**Run 1: PDN straps and rails**

Drawn at 6 px/um. Pins as bars on the die edge.
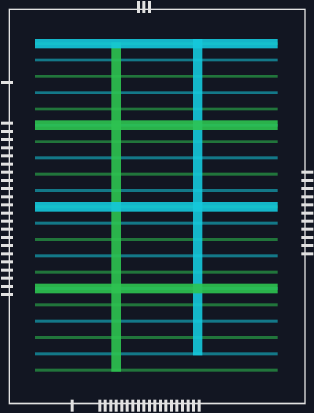
**Run 1: cell classes on the final placement**

Drawn at 4 px/um. Fill, decap, tap and diode cells in grey.
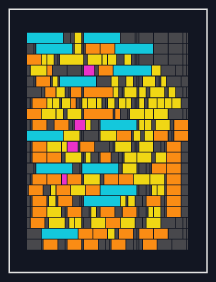
**Run 1: clock wires, drivers and flops**

Drawn at 8 px/um.
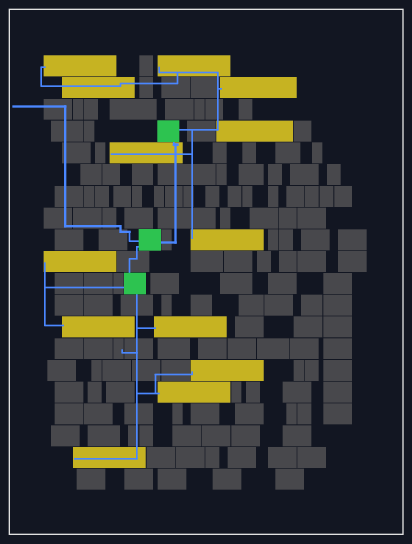
[src/rtl/mux_pkg.sv]
// Shared constants and helpers for the parametrised channel mux/arbiter.
//   MODE_FIXED / MODE_RR : values of the mode input
//   clog2()              : select/index width for a channel count
package mux_pkg;

  localparam logic MODE_FIXED = 1'b0;
  localparam logic MODE_RR    = 1'b1;

  // Ceiling log2, minimum 1 so a 2-channel mux still gets a 1-bit select.
  function automatic int unsigned clog2(input int unsigned n);
    int unsigned r;
    r = 1;
    for (int unsigned i = 1; i < 32; i++) begin
      if ((64'd1 << i) < 64'(n)) r = i + 1;
    end
    return r;
  endfunction

endpackage

[src/rtl/rr_arbiter.sv]
// Combinational round-robin arbiter.
//   req   : per-channel request vector
//   last  : index of the most recent winner; search starts at last+1
//   grant : one-hot grant (all zero when no request)
module rr_arbiter
  import mux_pkg::*;
#(
  parameter int unsigned NUM_CH = 4
) (
  input  logic [NUM_CH-1:0]        req,
  input  logic [clog2(NUM_CH)-1:0] last,
  output logic [NUM_CH-1:0]        grant
);

  logic w_found;

  // Walk offsets 1..NUM_CH from last, wrapping modulo NUM_CH; first requester wins.
  always_comb begin
    grant   = '0;
    w_found = 1'b0;
    for (int unsigned k = 1; k <= NUM_CH; k++) begin
      for (int unsigned i = 0; i < NUM_CH; i++) begin
        if (!w_found && req[i] && (i == ((32'(last) + k) % NUM_CH))) begin
          grant[i] = 1'b1;
          w_found  = 1'b1;
        end
      end
    end
  end

endmodule

[src/rtl/param_mux_arbiter.sv]
// NUM_CH:1 valid/ready mux with a single registered output stage.
//   clk, rst_n            : clock, async active-low reset
//   mode                  : 0 fixed select via sel, 1 round-robin
//   sel                   : channel select (mode 0 only)
//   in_data/in_valid      : packed channel payloads and valids
//   in_ready              : combinational per-channel ready (at most one high)
//   out_data/out_ch/valid : registered output word, source channel, valid
//   out_ready             : downstream ready
module param_mux_arbiter
  import mux_pkg::*;
#(
  parameter int unsigned NUM_CH = 4,
  parameter int unsigned DATA_W = 8,
  parameter int unsigned SEL_W  = clog2(NUM_CH)
) (
  input  logic                     clk,
  input  logic                     rst_n,
  input  logic                     mode,
  input  logic [SEL_W-1:0]         sel,
  input  logic [NUM_CH*DATA_W-1:0] in_data,
  input  logic [NUM_CH-1:0]        in_valid,
  output logic [NUM_CH-1:0]        in_ready,
  output logic [DATA_W-1:0]        out_data,
  output logic [SEL_W-1:0]         out_ch,
  output logic                     out_valid,
  input  logic                     out_ready
);

  logic [DATA_W-1:0] r_out_data;
  logic [SEL_W-1:0]  r_out_ch;
  logic              r_out_valid;
  logic [SEL_W-1:0]  r_last;

  logic              w_load_en;
  logic [NUM_CH-1:0] w_fix_grant;
  logic [NUM_CH-1:0] w_rr_grant;
  logic [NUM_CH-1:0] w_grant;
  logic              w_xfer;
  logic [SEL_W-1:0]  w_xfer_idx;
  logic [DATA_W-1:0] w_xfer_data;

  rr_arbiter #(.NUM_CH(NUM_CH)) u_rr (
    .req   (in_valid),
    .last  (r_last),
    .grant (w_rr_grant)
  );

  assign w_load_en = !r_out_valid || out_ready;

  // Fixed-select decode; an out-of-range sel matches no channel and grants nothing.
  always_comb begin
    w_fix_grant = '0;
    for (int unsigned i = 0; i < NUM_CH; i++) begin
      if ((32'(sel) == i) && in_valid[i]) w_fix_grant[i] = 1'b1;
    end
  end

  assign w_grant = (mode == MODE_RR) ? w_rr_grant : w_fix_grant;

  // Ready is forced low while reset is held, independent of register state.
  assign in_ready = w_grant & {NUM_CH{w_load_en}} & {NUM_CH{rst_n}};
  assign w_xfer   = |in_ready;

  // One-hot grant to index and payload (AND-OR mux).
  always_comb begin
    w_xfer_idx  = '0;
    w_xfer_data = '0;
    for (int unsigned i = 0; i < NUM_CH; i++) begin
      if (w_grant[i]) begin
        w_xfer_idx  = SEL_W'(i);
        w_xfer_data = w_xfer_data | in_data[i*DATA_W +: DATA_W];
      end
    end
  end

  // Output stage and round-robin pointer.
  always_ff @(posedge clk or negedge rst_n) begin
    if (!rst_n) begin
      r_out_data  <= '0;
      r_out_ch    <= '0;
      r_out_valid <= 1'b0;
      r_last      <= SEL_W'(NUM_CH - 1);
    end else if (w_load_en) begin
      if (w_xfer) begin
        r_out_data  <= w_xfer_data;
        r_out_ch    <= w_xfer_idx;
        r_out_valid <= 1'b1;
        if (mode == MODE_RR) r_last <= w_xfer_idx;
      end else begin
        r_out_valid <= 1'b0;
      end
    end
  end

  assign out_data  = r_out_data;
  assign out_ch    = r_out_ch;
  assign out_valid = r_out_valid;

endmodule

[config.mk]
export PLATFORM = sky130hd
export DESIGN_NAME = param_mux_arbiter
export DESIGN_NICKNAME = d
export VERILOG_FILES = /design/src/rtl/mux_pkg.sv /design/src/rtl/rr_arbiter.sv /design/src/rtl/param_mux_arbiter.sv
export SDC_FILE = /design/constraint.sdc
export NUM_CORES = 1
export LEC_CHECK = 0
export ABC_CLOCK_PERIOD_IN_PS = 4000
export CAP_MARGIN = 25
export CORE_ASPECT_RATIO = 1.4
export CORE_MARGIN = 4
export CORE_UTILIZATION = 39
export DETAILED_ROUTE_END_ITERATION = 7
export GPL_ROUTABILITY_DRIVEN = 0
export PLACE_DENSITY_LB_ADDON = 0.2
export RECOVER_POWER = 100
export SETUP_SLACK_MARGIN = 0.15
export SYNTH_ARGS = -nofsm -noshare
export SYNTH_HDL_FRONTEND = slang
export SYNTH_SLANG_ARGS = --single-unit
[constraint.sdc]
create_clock -name clk -period 4 [get_ports clk]
set_input_delay 0.8 -clock clk [delete_from_list [all_inputs] [get_ports clk]]
set_output_delay 0.8 -clock clk [all_outputs]
set_load 0.05 [all_outputs]
==> results.py, run 1 <==
# Auto-generated metrics
metrics = {
    "status": {
        "outcome": "finished, final reports clean",
    },
    "critical_path": {
        "worst_ep_required_time_ns": 3.20,
        "timing.critical_path.from": "mode",
        "timing.critical_path.from_type": "input pin",
        "worstSetupEndpointType": "output pin",
        "reg2reg_setup_slack_ns": 1.41,
    },
    "placed_design": {
        "placed_area_sq_mm": 0.001528,
        "place_worst_setup_slack_ns": 0.6035,
    },
    "power": {
        "p_seq_frac": 0.274,
        "p_sw_frac": 0.4922,
        "power.combinational.total_mw": 0.568,
    },
    "die": {
        "chipArea_sq_mm": 0.003210,
        "io_pins": 57,
        "num_tap_cells": 22,
    },
    "clock_tree": {
        "clk_transition_reported_paths_ns": 0.08,
        "cts_setup_buffers": 0,
        "tritoncts_num_sinks": 13,
    },
    "finish": {
        "comb.multi_input.count": 79,
        "seq_area_frac": 0.2146,
        "flow.area_growth_from_synthesis_pct": 66.12,
        "layout.buffer.nonclock.area_share": 0.3890,
        "final-seq-area_sq_um": 327.8,
        "stdcell_area_sq_mm": 0.001528,
        "num_antenna_cells": 0,
    },
    "grt": {
        "grt_start_max_net_pins": 16,
        "first_pass_grt_wire_length_mm": 5.319,
    },
    "hold_path": {
        "holdCritStartpoint": "out_data[7]$_DFFE_PN0P_",
        "hold_path_class": "flip-flop to flip-flop",
    },
    "logic_synthesis": {
        "top_cell": "o21ai_0",
        "top_cells_by_count": "18 x o21ai_0, 11 x dfrtp_1, 11 x nand2_1, 8 x a222oi_1, 8 x mux2_2",
        "dominantRegCellSynth": "dfrtp_1",
        "synthDistinctLibCells": 32,
        "yosys.area.top_type": "dfrtp_1",
        "synth.net_count": 143,
    },
    "routing": {
        "final_wirelength_mm": 3.161,
    },
    "sta": {
        "grt_setup_unrepaired": "no",
        "timing.fmax_ghz": 0.2874,
        "hold-worst-slack_ns": 0.5102,
        "slew-limit-headroom": 0.4491,
        "finalClockPeriodUsage": 0.8699,
    },
}
Back to the opening pictures, 'PDN straps and rails':
net	colour
VDD	cyan
VSS	green
signal pins	57
rows	20
met1 rails	21
met4 straps	2
met5 straps	4

Back to the opening pictures, 'cell classes on the final placement':
class	colour	cells
other buffers and delay cells	orange	60
flip-flops	cyan	13
clock drivers and dummy loads	magenta	4
all other logic	yellow	81
Core Region: 0.002202 sq mm
number of core rows: 20

Back to the opening pictures, 'clock wires, drivers and flops':
[clock wires] blue | length: 190 um
[cells driving clock nets] green | count: 3
[flip-flops] yellow | count: 13
routed clock nets	4
P_clk: 0.0817 mW
Worst-Skew Late Latency: 0.27 ns

-- run 1: worst max-delay path: stages --
cell and delay, ns:
dlygate4sd3_1 0.74, or4b_1 0.47, a21oi_1 0.12, o21a_2 0.15, nor2b_1 0.22, buf_12 0.17
-- run 1: registers in the layout, summed over array words and instances, names as in the netlist --
register and count:
out_ch 2, out_data 8, out_valid 1, r_last 2
-- run 1: layer usage --
layer | GRT usage | share of wire | wire length (um)
met5 | 0 | 0 | 0
met4 | 0.07071 | 0.020 | 62
met3 | 0.06122 | 0.095 | 301
met2 | 0.3824 | 0.51 | 1619
met1 | 0.2284 | 0.37 | 1178
==> inputs of run 2 (changes only) <==
--- a/config.mk
+++ b/config.mk
@@ -8,7 +8,6 @@
 export ABC_CLOCK_PERIOD_IN_PS = 4000
 export CAP_MARGIN = 25
 export CORE_ASPECT_RATIO = 1.4
-export CORE_MARGIN = 4
 export CORE_UTILIZATION = 39
 export DETAILED_ROUTE_END_ITERATION = 7
 export GPL_ROUTABILITY_DRIVEN = 0
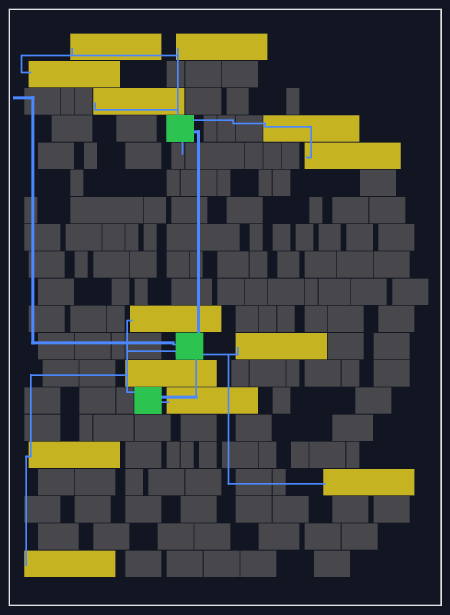
**Above:** run 2 (clock wires, drivers and flops).
Drawn at 10 px/um.
[clock wires] blue | length: 207 um
[flip-flops] yellow | count: 13
[cells driving clock nets] green | count: 3
routed clock nets	4

==> run 2 against run 1 <==
Die area decreased by 20%. Largest power group unchanged. Critical path depth decreased by 1. Wire length increased by 0.13%. Register-to-register slack got worse by 0.07 ns. Via count increased by 3.4%. Highest routed layer unchanged. Critical endpoint is now in_ready[2]. Area after synthesis unchanged.
==> results.py, run 2 <==
# Auto-generated metrics
metrics = {
    "logic_synthesis": {
        "yosys.area.top_type": "dfrtp_1",
        "dominantRegCellSynth": "dfrtp_1",
    },
    "critical_path": {
        "reg2reg_setup_slack_ns": 1.34,
        "critical_path_buf_inv_count": 2,
        "worstSetupPathDepth": 5,
        "worstSetupEndpointType": "output pin",
        "timing.critical_path.from": "mode",
        "timing.critical_path.from_type": "input pin",
    },
    "power": {
        "p_sw_frac": 0.4986,
        "power.combinational.total_mw": 0.571,
        "power.clock.total_mw": 0.0846,
    },
    "clock_tree": {
        "clock_insertion_delay_worst_skew_ns": 0.28,
        "tritoncts_num_sinks": 13,
    },
    "hold_path": {
        "holdCritStartpoint": "out_data[3]$_DFFE_PN0P_",
        "hold_path_class": "flip-flop to flip-flop",
    },
    "routing": {
        "final_wirelength_mm": 3.165,
    },
    "finish": {
        "final-seq-area_sq_um": 327.8,
        "largest_reg_flops": 8,
        "num_antenna_cells": 0,
    },
    "die": {
        "rows": 20,
    },
    "status": {
        "outcome": "finished, final reports clean",
    },
    "grt": {
        "first_pass_grt_wire_length_mm": 5.292,
    },
}
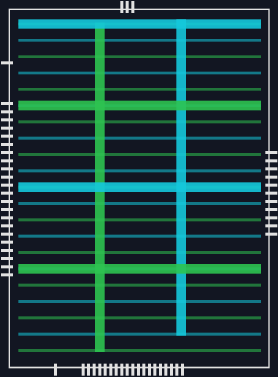
**Above:** run 2 (PDN straps and rails).
Drawn at 6 px/um. Pins as bars on the die edge.
net	colour
VDD	cyan
VSS	green
met1 rails	21
met5 straps	4
rows	20
met4 straps	2
signal pins	57
overall die width: 43.04 um
VDD IR max: 411.4 uV
Die Ht: 59.46 um

==> run 2: stage by stage <==
stage / instance area [sq um] / power [mW] / hold slack, ns / util / worst slack [ns]
final: 1531 / 0.9096 / 0.5101 / 0.6955 / 0.4149
after global routing: 1531 / 0.9570 / 0.5335 / 0.6955 / 0.3345
after CTS: 1562 / 0.9423 / 0.5189 / 0.7091 / 0.5590
after detailed placement: 1535 / 0.8549 / 0.4995 / 0.6972 / 0.5644
after global placement: 1535 / 0.8355 / 0.4893 / 0.6972 / 0.6358
after floorplan: 919.6 / 0.6341 / 0.4977 / - / 0.7246
==> run 2: metal layers <==
metal,vias to the layer above,global-route usage,part of all wire
met5,-,0,0
met4,0,0.1255,0.014
met3,4,0.06402,0.089
met2,75,0.5043,0.51
met1,518,0.3131,0.39
li1,505,-,-
==> inputs of run 3 (changes only) <==
--- a/config.mk
+++ b/config.mk
@@ -5,10 +5,10 @@
 export SDC_FILE = /design/constraint.sdc
 export NUM_CORES = 1
 export LEC_CHECK = 0
-export ABC_CLOCK_PERIOD_IN_PS = 4000
+export ABC_CLOCK_PERIOD_IN_PS = 3950
 export CAP_MARGIN = 25
 export CORE_ASPECT_RATIO = 1.4
-export CORE_UTILIZATION = 39
+export CORE_UTILIZATION = 36
 export DETAILED_ROUTE_END_ITERATION = 7
 export GPL_ROUTABILITY_DRIVEN = 0
 export PLACE_DENSITY_LB_ADDON = 0.2
==> constraint.sdc (replaced) <==
create_clock -name clk -period 3.95 [get_ports clk]
set_input_delay 0.79 -clock clk [delete_from_list [all_inputs] [get_ports clk]]
set_output_delay 0.79 -clock clk [all_outputs]
set_load 0.05 [all_outputs]
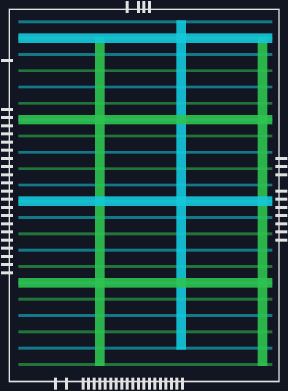
**Above:** run 3 (PDN straps and rails).
Drawn at 6 px/um. Pins as bars on the die edge.
net	colour
VSS	green
VDD	cyan
signal pins	57
rows	21
met4 straps	3
met1 rails	22

==> run 3 against run 2 <==
Final cell count is 7.2% higher. Sequential power hardly changed. Total power is 0.44% higher. First-iteration DRC count is 20% lower. Synthesized cell count stayed put. Utilization is 4.7 points lower. Critical path depth stayed put. Clock-buffer cell count stayed put. Combinational power is 1% higher. Area after synthesis stayed put. Sequential share of layout area is 0.48 points lower. Largest power group unchanged.
==> results.py, run 3 <==
# Auto-generated metrics
metrics = {
    "status": {
        "outcome": "finished, final reports clean",
    },
    "sta": {
        "slew-limit-headroom": 0.4589,
        "timing.fmax_ghz": 0.2844,
        "finalClockPeriodUsage": 0.8901,
        "grt_setup_unrepaired": "no",
    },
    "logic_synthesis": {
        "synthDistinctLibCells": 32,
        "top_cell": "o21ai_0",
    },
    "die": {
        "io_pins": 57,
        "num_tap_cells": 34,
        "die_height_um": 61.80,
    },
    "hold_path": {
        "holdCritStartpoint": "out_data[1]$_DFFE_PN0P_",
        "hold_path_class": "flip-flop to flip-flop",
    },
    "finish": {
        "layout.buffer.nonclock.area_share": 0.3946,
        "num_antenna_cells": 0,
        "final-seq-area_sq_um": 327.8,
        "largest_reg_flops": 8,
    },
    "critical_path": {
        "timing.critical_path.from": "mode",
        "worst_ep_required_time_ns": 3.16,
        "worstSetupEndpointType": "output pin",
        "timing.critical_path.from_type": "input pin",
    },
    "power": {
        "power.combinational.total_mw": 0.579,
        "post-layout-total-power_mw": 0.9136,
        "power.clock.total_mw": 0.0833,
        "p_seq_frac": 0.276,
    },
    "grt": {
        "first_pass_grt_wire_length_mm": 4.705,
        "grt_start_max_net_pins": 16,
    },
}
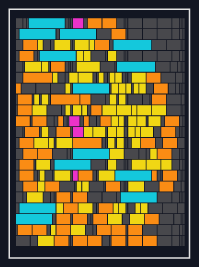
**Above:** run 3 (cell classes on the final placement).
Drawn at 4 px/um. Fill, decap, tap and diode cells in grey.
class	colour	cells
all other logic	yellow	81
other buffers and delay cells	orange	62
clock drivers and dummy loads	magenta	4
flip-flops	cyan	13
Seq area share: 0.2093
final design utilization: 0.6480
Core Region: 0.002417 sq mm
number of core rows: 21
final instance area: 0.001567 sq mm

## run 3: cell counts after synthesis
No cell type changed its count.
## run 3: cell families (layout without fill, tap and decap cells)
family,Yosys count,after routing,synth area share
AND/OR/NAND/NOR,33,33,0.1959
AND-OR/OR-AND,38,38,0.3007
buffers and inverters,9,68,0.04898
multiplexers,8,8,0.09796
flip-flops,13,13,0.3565
## run 3: metal layers
layer	vias up	global-route usage	wire length (um)
met4	0	0.08225	42
li1	505	-	-
met5	-	0	0
met2	49	0.4202	1460
met3	4	0.04335	199
met1	482	0.2744	1185
## run 3: worst max-delay path: stages
cell and delay (ns):
dlygate4sd3_1 0.68, nor4bb_1 0.39, a41o_1 0.17, nor2b_1 0.21, clkbuf_1 0.49
Power figures rest on the tool's default switching activity, not on a simulated workload.
